File: config.mk
export PLATFORM = sky130hd
export DESIGN_NAME = design_switch_ctrl
export DESIGN_NICKNAME = d
export VERILOG_FILES = /design/src/rtl/design_switch_ctrl.sv
export SDC_FILE = /design/constraint.sdc
export NUM_CORES = 1
export LEC_CHECK = 0
export CORE_AREA = 2 2 388 390
export CTS_BUF_LIST = sky130_fd_sc_hd__clkbuf_16
export DETAILED_ROUTE_END_ITERATION = 8
export DIE_AREA = 0 0 390 392
export PLACE_DENSITY = 0.3
export SYNTH_ARGS = -nofsm -noshare
export SYNTH_HDL_FRONTEND = slang
export SYNTH_SLANG_ARGS = --single-unit
File: constraint.sdc
create_clock -name clk -period 2.3 [get_ports clk]
set_clock_uncertainty 0.15 [all_clocks]
set_input_delay 0.23 -clock clk [delete_from_list [all_inputs] [get_ports clk]]
set_output_delay 0.23 -clock clk [all_outputs]
set_load 0.01 [all_outputs]
File: src/rtl/design_switch_ctrl.sv
// design_switch_ctrl: sequenced design-select controller for the multi-project area.
// The select input is synchronised and debounced. A change of design then runs
// through a fixed sequence: drain (pads tristated, all designs held in reset),
// then reset of the incoming design, then routing of its GPIO to the pads.
// Optional build macro DESIGN_SWITCH_CNT_EN adds an 8-bit switch_count output.
// It counts completed switchovers and wraps at 255.
`timescale 1ns/1ps
module design_switch_ctrl #(
    parameter int NUM_DESIGNS   = 13,
    parameter int SEL_WIDTH     = 4,
    parameter int GPIO_WIDTH    = 34,
    parameter int STABLE_CYCLES = 4,
    parameter int RESET_CYCLES  = 8
) (
    input  logic                              clk,
    input  logic                              rst,
    input  logic [SEL_WIDTH-1:0]              design_select,
    input  logic [NUM_DESIGNS*GPIO_WIDTH-1:0] designs_gpio_out,
    input  logic [NUM_DESIGNS*GPIO_WIDTH-1:0] designs_gpio_oeb,
    output logic [GPIO_WIDTH-1:0]             gpio_out,
    output logic [GPIO_WIDTH-1:0]             gpio_oeb,
    output logic [NUM_DESIGNS-1:0]            designs_cs,
    output logic [NUM_DESIGNS-1:0]            designs_n_rst,
    output logic [SEL_WIDTH-1:0]              active_design,
    output logic                              switching
`ifdef DESIGN_SWITCH_CNT_EN
    ,
    output logic [7:0]                        switch_count
`endif
);

    localparam logic [1:0] ST_IDLE   = 2'd0;
    localparam logic [1:0] ST_ACTIVE = 2'd1;
    localparam logic [1:0] ST_DRAIN  = 2'd2;
    localparam logic [1:0] ST_RESET  = 2'd3;

    localparam int CNT_W = $clog2(STABLE_CYCLES + 1);
    localparam int TMR_W = $clog2(RESET_CYCLES + 2);

    localparam logic [SEL_WIDTH-1:0] MAX_CODE   = SEL_WIDTH'(NUM_DESIGNS);
    localparam logic [CNT_W-1:0]     STABLE_MAX = CNT_W'(STABLE_CYCLES);
    localparam logic [TMR_W-1:0]     DRAIN_LAST = TMR_W'(1);
    localparam logic [TMR_W-1:0]     RESET_LAST = TMR_W'(RESET_CYCLES - 1);

    logic [SEL_WIDTH-1:0] sync1_reg;
    logic [SEL_WIDTH-1:0] sync2_reg;
    logic [SEL_WIDTH-1:0] norm1;
    logic [SEL_WIDTH-1:0] norm2;
    logic [CNT_W-1:0]     cnt_reg;
    logic [CNT_W-1:0]     cnt_next;
    logic                 stable;

    logic [1:0]           state_reg;
    logic [1:0]           state_next;
    logic [TMR_W-1:0]     timer_reg;
    logic [TMR_W-1:0]     timer_next;
    logic [SEL_WIDTH-1:0] target_reg;
    logic [SEL_WIDTH-1:0] target_next;
    logic [SEL_WIDTH-1:0] active_reg;
    logic [SEL_WIDTH-1:0] active_next;

    logic                 is_active;
    logic                 is_reset;

    logic [GPIO_WIDTH-1:0] slice_out [NUM_DESIGNS];
    logic [GPIO_WIDTH-1:0] slice_oeb [NUM_DESIGNS];

    // Codes of 0 or beyond the last design mean "no design".
    function automatic logic [SEL_WIDTH-1:0] normalise(input logic [SEL_WIDTH-1:0] code);
        return ((code != '0) && (code <= MAX_CODE)) ? code : '0;
    endfunction

    assign norm1 = normalise(sync1_reg);
    assign norm2 = normalise(sync2_reg);

    // Two-flop synchroniser for the asynchronous select input.
    always_ff @(posedge clk or posedge rst) begin
        if (rst) begin
            sync1_reg <= '0;
            sync2_reg <= '0;
        end else begin
            sync1_reg <= design_select;
            sync2_reg <= sync1_reg;
        end
    end

    // Stability counter. It clears on the edge where the normalised select takes a
    // new value, which shows up as the two synchroniser stages disagreeing. The
    // switchover decision uses the value the counter reaches on this same edge, so
    // a select that has been constant for STABLE_CYCLES edges is acted on at once.
    always_comb begin
        cnt_next = cnt_reg;
        if (norm1 != norm2) begin
            cnt_next = '0;
        end else if (cnt_reg != STABLE_MAX) begin
            cnt_next = cnt_reg + 1'b1;
        end
    end

    assign stable = (cnt_next == STABLE_MAX);

    // Stability counter register.
    always_ff @(posedge clk or posedge rst) begin
        if (rst) begin
            cnt_reg <= '0;
        end else begin
            cnt_reg <= cnt_next;
        end
    end

    // Switchover sequencer next-state logic. Requests arriving while a sequence
    // runs are ignored; the settled select is looked at again on return to
    // IDLE/ACTIVE, so the last request wins.
    always_comb begin
        state_next  = state_reg;
        timer_next  = timer_reg;
        target_next = target_reg;
        active_next = active_reg;
        case (state_reg)
            ST_IDLE, ST_ACTIVE: begin
                if (stable && (norm2 != active_reg)) begin
                    target_next = norm2;
                    timer_next  = '0;
                    state_next  = ST_DRAIN;
                end
            end
            ST_DRAIN: begin
                if (timer_reg == DRAIN_LAST) begin
                    timer_next = '0;
                    if (target_reg == '0) begin
                        state_next  = ST_IDLE;
                        active_next = '0;
                    end else begin
                        state_next = ST_RESET;
                    end
                end else begin
                    timer_next = timer_reg + 1'b1;
                end
            end
            default: begin
                if (timer_reg == RESET_LAST) begin
                    timer_next  = '0;
                    state_next  = ST_ACTIVE;
                    active_next = target_reg;
                end else begin
                    timer_next = timer_reg + 1'b1;
                end
            end
        endcase
    end

    // Sequencer state registers.
    always_ff @(posedge clk or posedge rst) begin
        if (rst) begin
            state_reg  <= ST_IDLE;
            timer_reg  <= '0;
            target_reg <= '0;
            active_reg <= '0;
        end else begin
            state_reg  <= state_next;
            timer_reg  <= timer_next;
            target_reg <= target_next;
            active_reg <= active_next;
        end
    end

    assign is_active     = (state_reg == ST_ACTIVE);
    assign is_reset      = (state_reg == ST_RESET);
    assign switching     = (state_reg == ST_DRAIN) || is_reset;
    assign active_design = active_reg;

    // Per-design unpacking plus chip-select / reset decode from registered state.
    generate
        for (genvar gi = 0; gi < NUM_DESIGNS; gi++) begin : g_design
            localparam logic [SEL_WIDTH-1:0] CODE = SEL_WIDTH'(gi + 1);
            assign slice_out[gi]     = designs_gpio_out[gi*GPIO_WIDTH +: GPIO_WIDTH];
            assign slice_oeb[gi]     = designs_gpio_oeb[gi*GPIO_WIDTH +: GPIO_WIDTH];
            assign designs_cs[gi]    = ~((is_active && (active_reg == CODE)) ||
                                         (is_reset  && (target_reg == CODE)));
            assign designs_n_rst[gi] = is_active && (active_reg == CODE);
        end
    endgenerate

    // Pad mux: combinational path from the active design to the pads; tristated otherwise.
    always_comb begin
        gpio_out = '0;
        gpio_oeb = '1;
        if (is_active) begin
            for (int k = 0; k < NUM_DESIGNS; k++) begin
                if (active_reg == SEL_WIDTH'(k + 1)) begin
                    gpio_out = slice_out[k];
                    gpio_oeb = slice_oeb[k];
                end
            end
        end
    end

`ifdef DESIGN_SWITCH_CNT_EN
    logic [7:0] switch_cnt_reg;

    // Count completed switchovers (RESET -> ACTIVE only); wraps naturally at 8 bits.
    always_ff @(posedge clk or posedge rst) begin
        if (rst) begin
            switch_cnt_reg <= '0;
        end else if (is_reset && (state_next == ST_ACTIVE)) begin
            switch_cnt_reg <= switch_cnt_reg + 8'd1;
        end
    end

    assign switch_count = switch_cnt_reg;
`endif

endmodule

**Run 1: met1 routing**

Supply wires on this layer in grey.
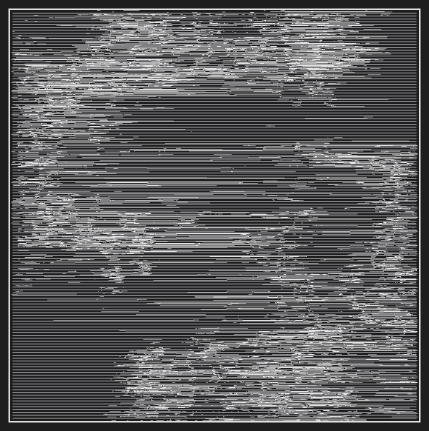
- nets with wire on the layer: 3473
- main direction: horizontal
- share of all routed wire: 41%
- wire length on this layer: 66.0 mm
sum of routed wire length over all layers: 160000 µm
GR Util met1: 23.9%
Vias: 19755

**Run 1: met2 routing**

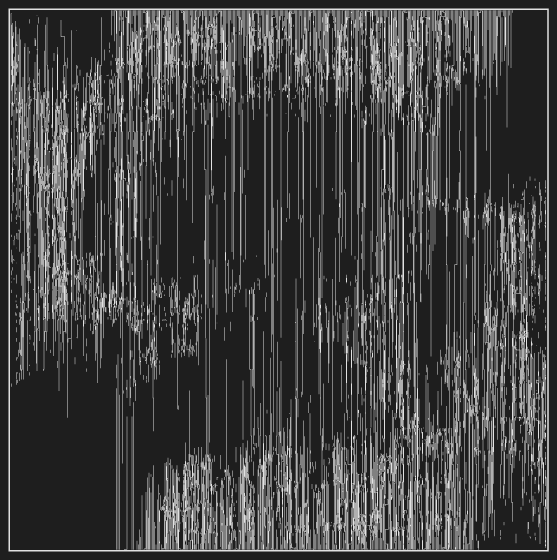
- main direction: vertical
- longest straight run: 219 µm
- share of all routed wire: 50%
- nets with wire on the layer: 3443
met2 layer usage reported by global route: 34.7%

==> notes.md, run 1 <==
Notes on the flow outputs.

- The type of the worst min-delay path is input pin to async pin.
- The dominant synthesized flop cell is dfrtp_1.
- The chip footprint reads 153000 µm².
- The share of synthesized area in the top cell type comes to 15.2%.
- The library cell contributing the largest single delay on the critical path reads dfrtp_4.
- The number of non-clock buffers is 1553.
- For reference, the top cells by area after synthesis are a21oi_1, o21ai_0, mux2_2.
- The fraction of area in non-clock buffers is 53.4%.
- The cell type with the largest total area after synthesis is a21oi_1.
- The die width is 390 µm.
- The synthesis warning total is 0.
- The checks that failed: setup timing.
- The main logic family after synthesis is AND-OR/OR-AND gates.
- The clock latency of the later-clocked register in the worst-skew pair reads 0.28 ns.
- The clock tree from TritonCTS reads yes.
- Setup repair after global routing could not meet its margin everywhere.
- The flow inserted 1944 tap cells.
- The most utilized layer in the global route result is met2.
- The share of flip-flops with an asynchronous set or reset after synthesis reads 100%.
- Row generation in the floorplan step produced 142 rows.
- According to the I/O placement log, the pin count is 989.
- The global-route wire length before repair reads 200000 µm.
- The total of flip-flops plus latches after synthesis is 25.
- The number of warnings the tools reported reads 30.
- Summing the areas of all fa, ha and maj instances in the mapped netlist gives 0.497% of the synthesized area.
- The worst path uses 133% of the clock period.
- The yosys cell count reads 1585.
- The overall fraction of global-route tracks in use reads 19.5%.
- Post-CTS repair ended up resizing 737 cells.
- The number of inserted filler cells in the final layout reads 16753.
- Multi-input gates account for 36.2% of the area.
- The launch point of the worst register-to-register path is recorded as active_design[2].
- The synthesized netlist cell count is 1585.
- The number of buffers inserted for hold repair after clock tree synthesis reads 0.
- The number of buffers and inverters on the critical path is 7.
- The setup violation total in the final timing report is 101.
- Per the final report, the share of cell area in clock cells is 0.270%.
- The transition at the pin with the smallest max-transition slack is 0.602 ns.
- Per the synthesis report, the AND-OR/OR-AND share of the synthesized area is 53.8%.
- The required time of the critical path reads 1.92 ns.
- The highest fanout seen on the critical path reads 9.
- The critical path endpoint category is an output pin.
- The cell with the most instances after synthesis is a21oi_1.
- According to the report, the first pass of detailed routing completed in 5 iterations.
- The post-synthesis instance area is 10100 µm².
- Registers represent a cell area share of 2.05%.
- In the final layout, the share of cells above drive strength 1 is 38.8%.
- The maximum count of clock buffers along a single path reads 2.
- The deepest level of the CTS H-tree is 1.
- The number of antenna violations at the first check in global routing reads 72.
- The total of clock buffers placed in the layout is 3.
- The mean area per synthesized cell reads 6.35 µm².
- The share of the yosys chip area belonging to registers reads 6.21%.
- The cell-mix breakdown from Yosys lists the simple-gate area share as 17.1%.
- Synthesis produced a netlist with a net count of 2479.
- The category of cells accounting for the largest share of critical-path delay reads buffers and inverters.
- The final timing report gives a worst setup slack of -0.757 ns.
- The utilization after layout reads 20.9%.
- The routed length on met1 is 66000 µm.
- Summed over all nets, wire length on met2 after detailed routing comes to 80300 µm.
- The worst setup slack for register-to-register paths is -0.23 ns.
- Per the slew report, the remaining headroom to the max-slew limit stands at 59.5%.
- The arrival time at the worst endpoint reads 2.68 ns.
- The via count of the first global-routing pass came to 20340.
- The type of the setup path with the least slack is flip-flop to output pin.
- Sorting the synthesized cells by how often they occur yields a21oi_1, o21ai_0, nand2_1, o22ai_1, nor2_1.
- The sequential cell area in the final layout reads 638 µm².
- The clock-pin slew on the worst setup and hold paths reads 0.08 ns.
- The routed length on met3 reads 10800 µm.
- The flow ran to the end, but the final reports show violations.
- The count of antenna diodes in the layout reads 13.
- The final tally of max-slew violations is 0.
- The detail-routed net length per standard cell is 32.7 µm.
- The area taken by multi-input combinational cells is reported as 11200 µm².
- The count of library flops with an enable pin reads 0.
- The power density normalized to cell area is 114 nW/µm².
- The signed area change from the synthesized netlist to the final layout is 209%.
- The area fraction in mux cells is 12.4%.
- The tally of non-filler cells in the final layout is 4908.
- The sum of negative setup slack is -47.30 ns.
- The global route stage reports its total congestion overflow as 0.
- The violation count after the first detailed-routing iteration reads 1130.
- The delay of the slowest cell on the worst path reads 0.55 ns.
- Per the OpenROAD floorplan log, the height of the die is 392 µm.
- The routed via count divided by cell count is 4.03.
- The global placement routability congestion is 0.874.
- The xor and xnor area share after synthesis is 0.348%.
- The number of port buffers is 988.
- For reference, the critical path cell chain is buf_12 > buf_12 > nor2_4 > buf_6 > buf_12 > buf_8 > a22oi_2 > o22ai_2 > o21bai_4 > a221oi_4 > buf_6 > buf_6.
- The number of non-clock inverters in the layout reads 11.
- The largest net degree at the start of global routing reads 35.
- The top routing layer in use is met5.
- The clock buffer count from CTS reads 3.
- After layout, the minimum clock period comes to 3.06 ns.
- The post-DP HPWL reads 136000 µm.
- The number of nets with antenna violations after routing reads 0.
- The kind of start point of the critical path is a flip-flop.
- According to the CTS report, the clock sink count is 25.
- The number of distinct standard cells referenced by the synthesized netlist reads 67.
- The cell type taking the most area is buffers.
- The floorplan-stage core utilization is 6.76%.
- The launching instance or port of the critical path reads active_design[1].
- In this run the post-CTS setup repair buffer count came out at 101.
- The core area reads 149000 µm².
- For reference, the final report shows the hold violation count at 0.
- The detailed placer reported the number of placed instances as 4731.
- The number of flip-flops and latches is 25.
- The total leakage power is 0.0106 µW.
- The remaining design rule violation count reads 0.
- The clock tree root driver cell is clkbuf_16.
- The peak ir drop on the vdd network is 0.000257 V.
- The count of multi-input gates is 1358.
- The net count of the finished layout is 3846.
- The number of max-cap violations is 0.
- The maximum clock rate reads 0.327 GHz.
- The area of the synthesized netlist per yosys stat is 10100 µm².
- The pre-CTS setup slack reads -1.28 ns.
**Run 1: M3 wires**

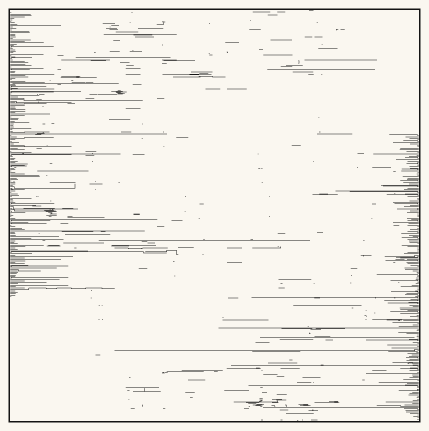
- share of all routed wire: 6.8%
- nets with wire on the layer: 600
- longest straight run: 286 µm
- main direction: horizontal
- wire length on this layer: 10800 µm
met3 track demand over resource in global routing: 4.73%

-- run 1: metrics by stage --
stage                     total power, µW  hold slack, ns  area, µm²
after global placement               2920           0.252      25700
after CTS                            3490           0.194      28600
after global routing                 3710           0.229      31000
after floorplan                       912           0.107      10100
after detailed placement             2910           0.255      25700
final                                3540           0.184      31100
-- run 1: path summary, 6_finish.rpt --
kind	end	cells after the start
max	gpio_out[3]	12
min	sync1_reg[3]	3
max reg2reg	target_reg[1]	12
min reg2reg	sync2_reg[0]	0
max in group asynchronous	active_design[2]	3
min in group clk	sync1_reg[2]	1
-- run 1: where the power goes --
group / leakage [µW] / switching, µW / internal [µW]
sequential: 0.000319 / 57.1 / 477
clock: 0.0000416 / 214 / 243
combinational: 0.0103 / 859 / 1690
-- run 1: layout by cell type (no fill, tap or decap), types with 15 or more instances in the layout --
| master | n |
|---|---|
| nor2b_1 | 18 |
| o21ai_0 | 129 |
| nor2_1 | 73 |
| nand4_1 | 16 |
| mux2_2 | 56 |
| o22ai_4 | 16 |
| a21oi_4 | 19 |
| o221ai_2 | 33 |
| a21oi_1 | 198 |
| buf_2 | 40 |
| o22ai_2 | 38 |
| a221o_1 | 32 |
| o21ai_1 | 48 |
| nor2_4 | 16 |
| clkdlybuf4s50_1 | 891 |
| buf_8 | 39 |
| nand2b_1 | 28 |
| o21ai_2 | 28 |
| buf_12 | 129 |
| o22ai_1 | 50 |
| a221oi_2 | 26 |
| dfrtp_1 | 21 |
| o221ai_1 | 15 |
| mux2i_1 | 37 |
| a21oi_2 | 90 |
| a22oi_1 | 25 |
| nand2_1 | 91 |
| buf_6 | 127 |
| o211ai_1 | 26 |
| buf_4 | 303 |
| nor3_1 | 19 |
--- run 2 (diff from run 1) ---
--- a/config.mk
+++ b/config.mk
@@ -10,6 +10,7 @@
 export DETAILED_ROUTE_END_ITERATION = 8
 export DIE_AREA = 0 0 390 392
 export PLACE_DENSITY = 0.3
+export SKIP_LAST_GASP = 1
 export SYNTH_ARGS = -nofsm -noshare
 export SYNTH_HDL_FRONTEND = slang
 export SYNTH_SLANG_ARGS = --single-unit
**Run 2: the metal 4 layer**

The bar under the picture is 100 µm long. Supply wires on this layer in grey. Cells faint in the background.
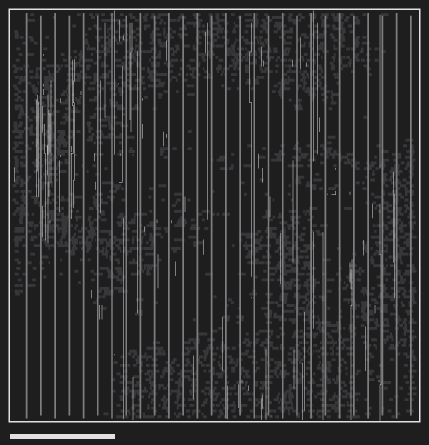
- main direction: vertical
- share of all routed wire: 3.1%
- wire length on this layer: 5060 µm
- longest straight run: 250 µm
- nets with wire on the layer: 98
Vias: 19845
sum of routed wire length over all layers: 162000 µm

==> notes.md, run 2 <==
Notes on the flow outputs.

- The remaining design rule violation count is 0 (unchanged).
- The dominant synthesized flop cell reads dfrtp_1.
- The worst setup margin is -0.768 ns (-0.0111 ns).
- The number of nets with antenna violations after routing reads 0 (unchanged).
- The final-report hold violation count is 0 (unchanged).
- The switching power is 1120 µW (-0.67%).
- The post-DP HPWL is 136000 µm (unchanged).
- The total of flip-flops plus latches after synthesis reads 25 (unchanged).
- The synthesized netlist cell count is 1585 (unchanged).
- The global-route wire length before repair was 199000 µm (-0.46%).
- The number of inserted filler cells in the final layout is 16743 (-0.060%).
- The placement-stage cell area reads 25700 µm² (unchanged).
- The sum of negative setup slack reads -49.24 ns (-1.94 ns).
- The count of library flops with an enable pin reads 0 (unchanged).
- The cell type with the largest total area after synthesis reads a21oi_1.
- The category of cells accounting for the largest share of critical-path delay is buffers and inverters.
- The critical path endpoint category reads an output pin.
- The cell count after placement reads 4731 (unchanged).
- The kind of start point of the critical path is a flip-flop.
- The reg-to-reg startpoint reads active_design[1].
- The share of post-route cells with drive strength above 1 reads 38.6% (-0.27 points).
- The run finished, with violations left.
- The global placement routability congestion reads 0.874 (unchanged).
- The internal portion of total power is 2410 µW (about the same).
- The clock tree root driver cell reads clkbuf_16.
- The chip footprint is 153000 µm² (unchanged).
- The number of warnings the tools reported reads 30 (unchanged).
- The largest net degree at the start of global routing came to 35 (unchanged).
- The share of the yosys chip area belonging to registers came to 6.21% (unchanged).
- The synthesis warning total reads 0 (unchanged).
- The total non-filler cell area in the finished layout came to 31200 µm² (+0.40%).
- The final total power is 3530 µW (-0.28%).
- The maximum count of clock buffers along a single path was 2 (unchanged).
- The routed via count divided by cell count was 4.02 (about the same).
- The number of cells upsized or downsized after cts is 660 (-10%).
- The most numerous logic cell after layout is clkdlybuf4s50_1.
- The deepest level of the CTS H-tree is 1 (unchanged).
- The total nets after synthesis is 2479 (unchanged).
- The share of flip-flops with an asynchronous set or reset after synthesis came to 100% (unchanged).
- The total setup buffers inserted after CTS came to 101 (unchanged).
- The type of the worst min-delay path is input pin to async pin.
- The highest fanout seen on the critical path was 7 (-2).
- The core area is 149000 µm² (unchanged).
- For reference, the top cells by count after synthesis are a21oi_1, o21ai_0, nand2_1, o22ai_1, nor2_1.
- The detail-routed net length per standard cell reads 32.8 µm (+0.47%).
- The number of port buffers is 988 (unchanged).
- The library cell contributing the largest single delay on the critical path reads dfrtp_4.
- The die width reads 390 µm (unchanged).
- The share of the clock period used by the worst path is 133% (+0.48 points).
- The area of the synthesized netlist per yosys stat is 10100 µm² (unchanged).
- The transition at the pin with the smallest max-transition slack came to 0.593 ns (-0.00813 ns).
- The via count of the first global-routing pass reads 20362 (+0.11%).
- The cell with the most instances after synthesis is a21oi_1.
- The arrival time at the worst endpoint is 2.69 ns (about the same).
- The peak ir drop on the vdd network is 0.000260 V (+0.83%).
- The mean area per synthesized cell is 6.35 µm² (unchanged).
- The number of rows created at floorplan is 142 (unchanged).
- The tally of non-filler cells in the final layout reads 4931 (+0.47%).
- The setup violation total in the final timing report was 103 (+2.0%).
- The number of distinct standard cells referenced by the synthesized netlist reads 67 (unchanged).
- The shortest clock period the worst path allows after layout is 3.07 ns (+0.0111 ns).
- The type of the setup path with the least slack is flip-flop to output pin.
- Setup repair after global routing could not meet its margin everywhere.
- The maximum clock rate reads 0.326 GHz (-0.36%).
- The final reports fail on setup timing.
- According to the timing report, the critical path is launched from active_design[1].
- The clock-pin slew on the worst setup and hold paths is 0.08 ns (about the same).
- The final tally of max-slew violations is 0 (unchanged).
- The I/O pin count came to 989 (unchanged).
- The clock tree from TritonCTS is yes.
- The floorplan-stage core utilization is 6.76% (unchanged).
- The number of antenna violations at the first check in global routing reads 81 (+13%).
- The worst hold slack across all endpoints reads 0.186 ns (+0.00183 ns).
- The count of TritonRoute iterations in the first routing pass is 5 (unchanged).
- The aggregate global routing overflow is 0 (unchanged).
- The overall fraction of global-route tracks in use came to 19.5% (about the same).
- The pre-CTS setup slack reads -1.28 ns (unchanged).
- The number of buffer and inverter stages on the critical path reads 7 (unchanged).
- Sorting the synthesized cells by area gives the leading types as a21oi_1, o21ai_0, mux2_2.
- Per the cell usage report, the commonest logic cells after layout are clkdlybuf4s50_1, buf_4, a21oi_1.
- The final net count is 3864 (+0.47%).
- The switching share of total power is 31.8% (-0.13 points).
- The post-synthesis instance area came to 10100 µm² (unchanged).
- The die outline height was 392 µm (unchanged).
- The total leakage power reads 0.0107 µW (+0.66%).
- The share of total power in the clock network is 12.9% (about the same).
- The yosys cell count is 1585 (unchanged).
- The required time of the critical path is 1.92 ns (about the same).
- The utilization after layout reads 20.9% (+0.084 points).
- The number of max-cap violations is 0 (unchanged).
- The report lists the cells along the critical path as buf_12 > buf_12 > nor2_4 > buf_6 > buf_12 > buf_8 > a22oi_1 > o22ai_2 > o21bai_4 > a221oi_4 > buf_6 > buf_6.
- The power density normalized to cell area is 113 nW/µm² (-0.68%).
- The relative slew slack reads 60.0% (+0.55 points).
- The number of buffers inserted for hold repair after clock tree synthesis is 0 (unchanged).
- The sequential share of power came to 15.1% (about the same).
- The violation count after the first detailed-routing iteration is 1243 (+10%).
- The part of the total power dissipated in combinational logic is 72.0% (about the same).
- The share of the synthesized area in the top cell type is 15.2% (unchanged).
- The delay of the slowest cell on the worst path is 0.55 ns (about the same).
- The signed area change from the synthesized netlist to the final layout is 210%.
**Run 2: clock nets**

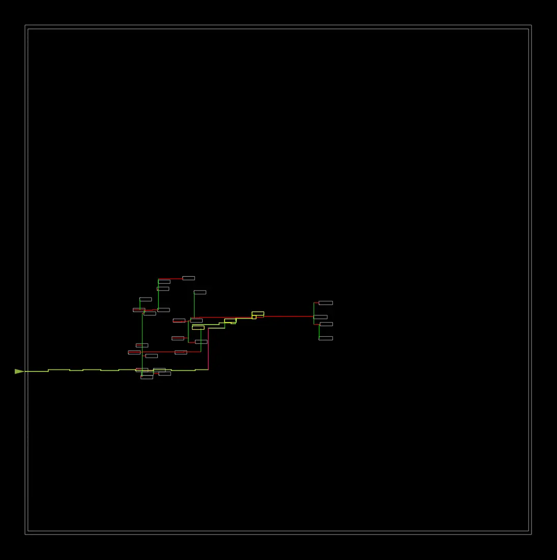
clock latency reported for the late side of the worst-skew pair: 0.28 ns
cts bufs inserted: 3
number of sinks on the clock net: 25
clkbuf count: 3
Flop Count: 25

-- run 2: metal layers --
layer	vias to the layer above	track usage [%]	part of all wire, %	wire length, µm
met1	9664	23.2	40	64800
met4	54	5.03	3.1	5060
met5	-	0	0.21	332
met3	208	5.87	8.0	12900
li1	9001	-	-	-
met2	918	33.8	49	78800
-- run 2: final timing paths --
path	endpoint	slack [ns]	cells after the start
worst max-delay path	gpio_out[3]	-0.77	12
worst min-delay path	sync1_reg[3]	0.19	3
worst max register to register	target_reg[1]	-0.38	12
worst min register to register	sync2_reg[0]	0.27	0
max in group asynchronous	active_design[0]	1.49	3
min in group clk	sync1_reg[3]	0.23	1
-- run 2: power by group through the flow --
stage	clock (µW)	sequential, µW	combinational [µW]
global placement	0	541	2380
CTS	469	532	2480
detailed placement	0	540	2370
floorplan	0	514	398
global route	486	544	2670
finish	455	534	2540
-- run 2: cell type report --
type	instances	area, µm²	share of cell area, %
Antenna cell	18	45.0	0.144
Clock buffer	3	75.1	0.241
Clock inverter	1	8.76	0.0281
Inverter	11	66.3	0.213
Multi-Input combinational cell	1358	11200	35.8
Sequential cell	25	638	2.05
Tap cell	1944	2430	7.80
Timing Repair Buffer	1571	16800	53.8
-- run 2: cell families (layout without fill, tap and decap cells) --
kind of cell             count (synthesis)  after routing  share of synthesized area [%]
XOR/XNOR                                 4              4                          0.348
multiplexers                           111            111                           12.4
flip-flops                              25             25                           6.21
buffers and inverters                  202           1586                           9.59
other                                    0             18                              0
AND/OR/NAND/NOR                        363            363                           17.1
AND-OR/OR-AND                          876            876                           53.8
adder cells (fa/ha/maj)                  4              4                          0.497
No activity file was given, so power comes from the tool's default toggle rates.
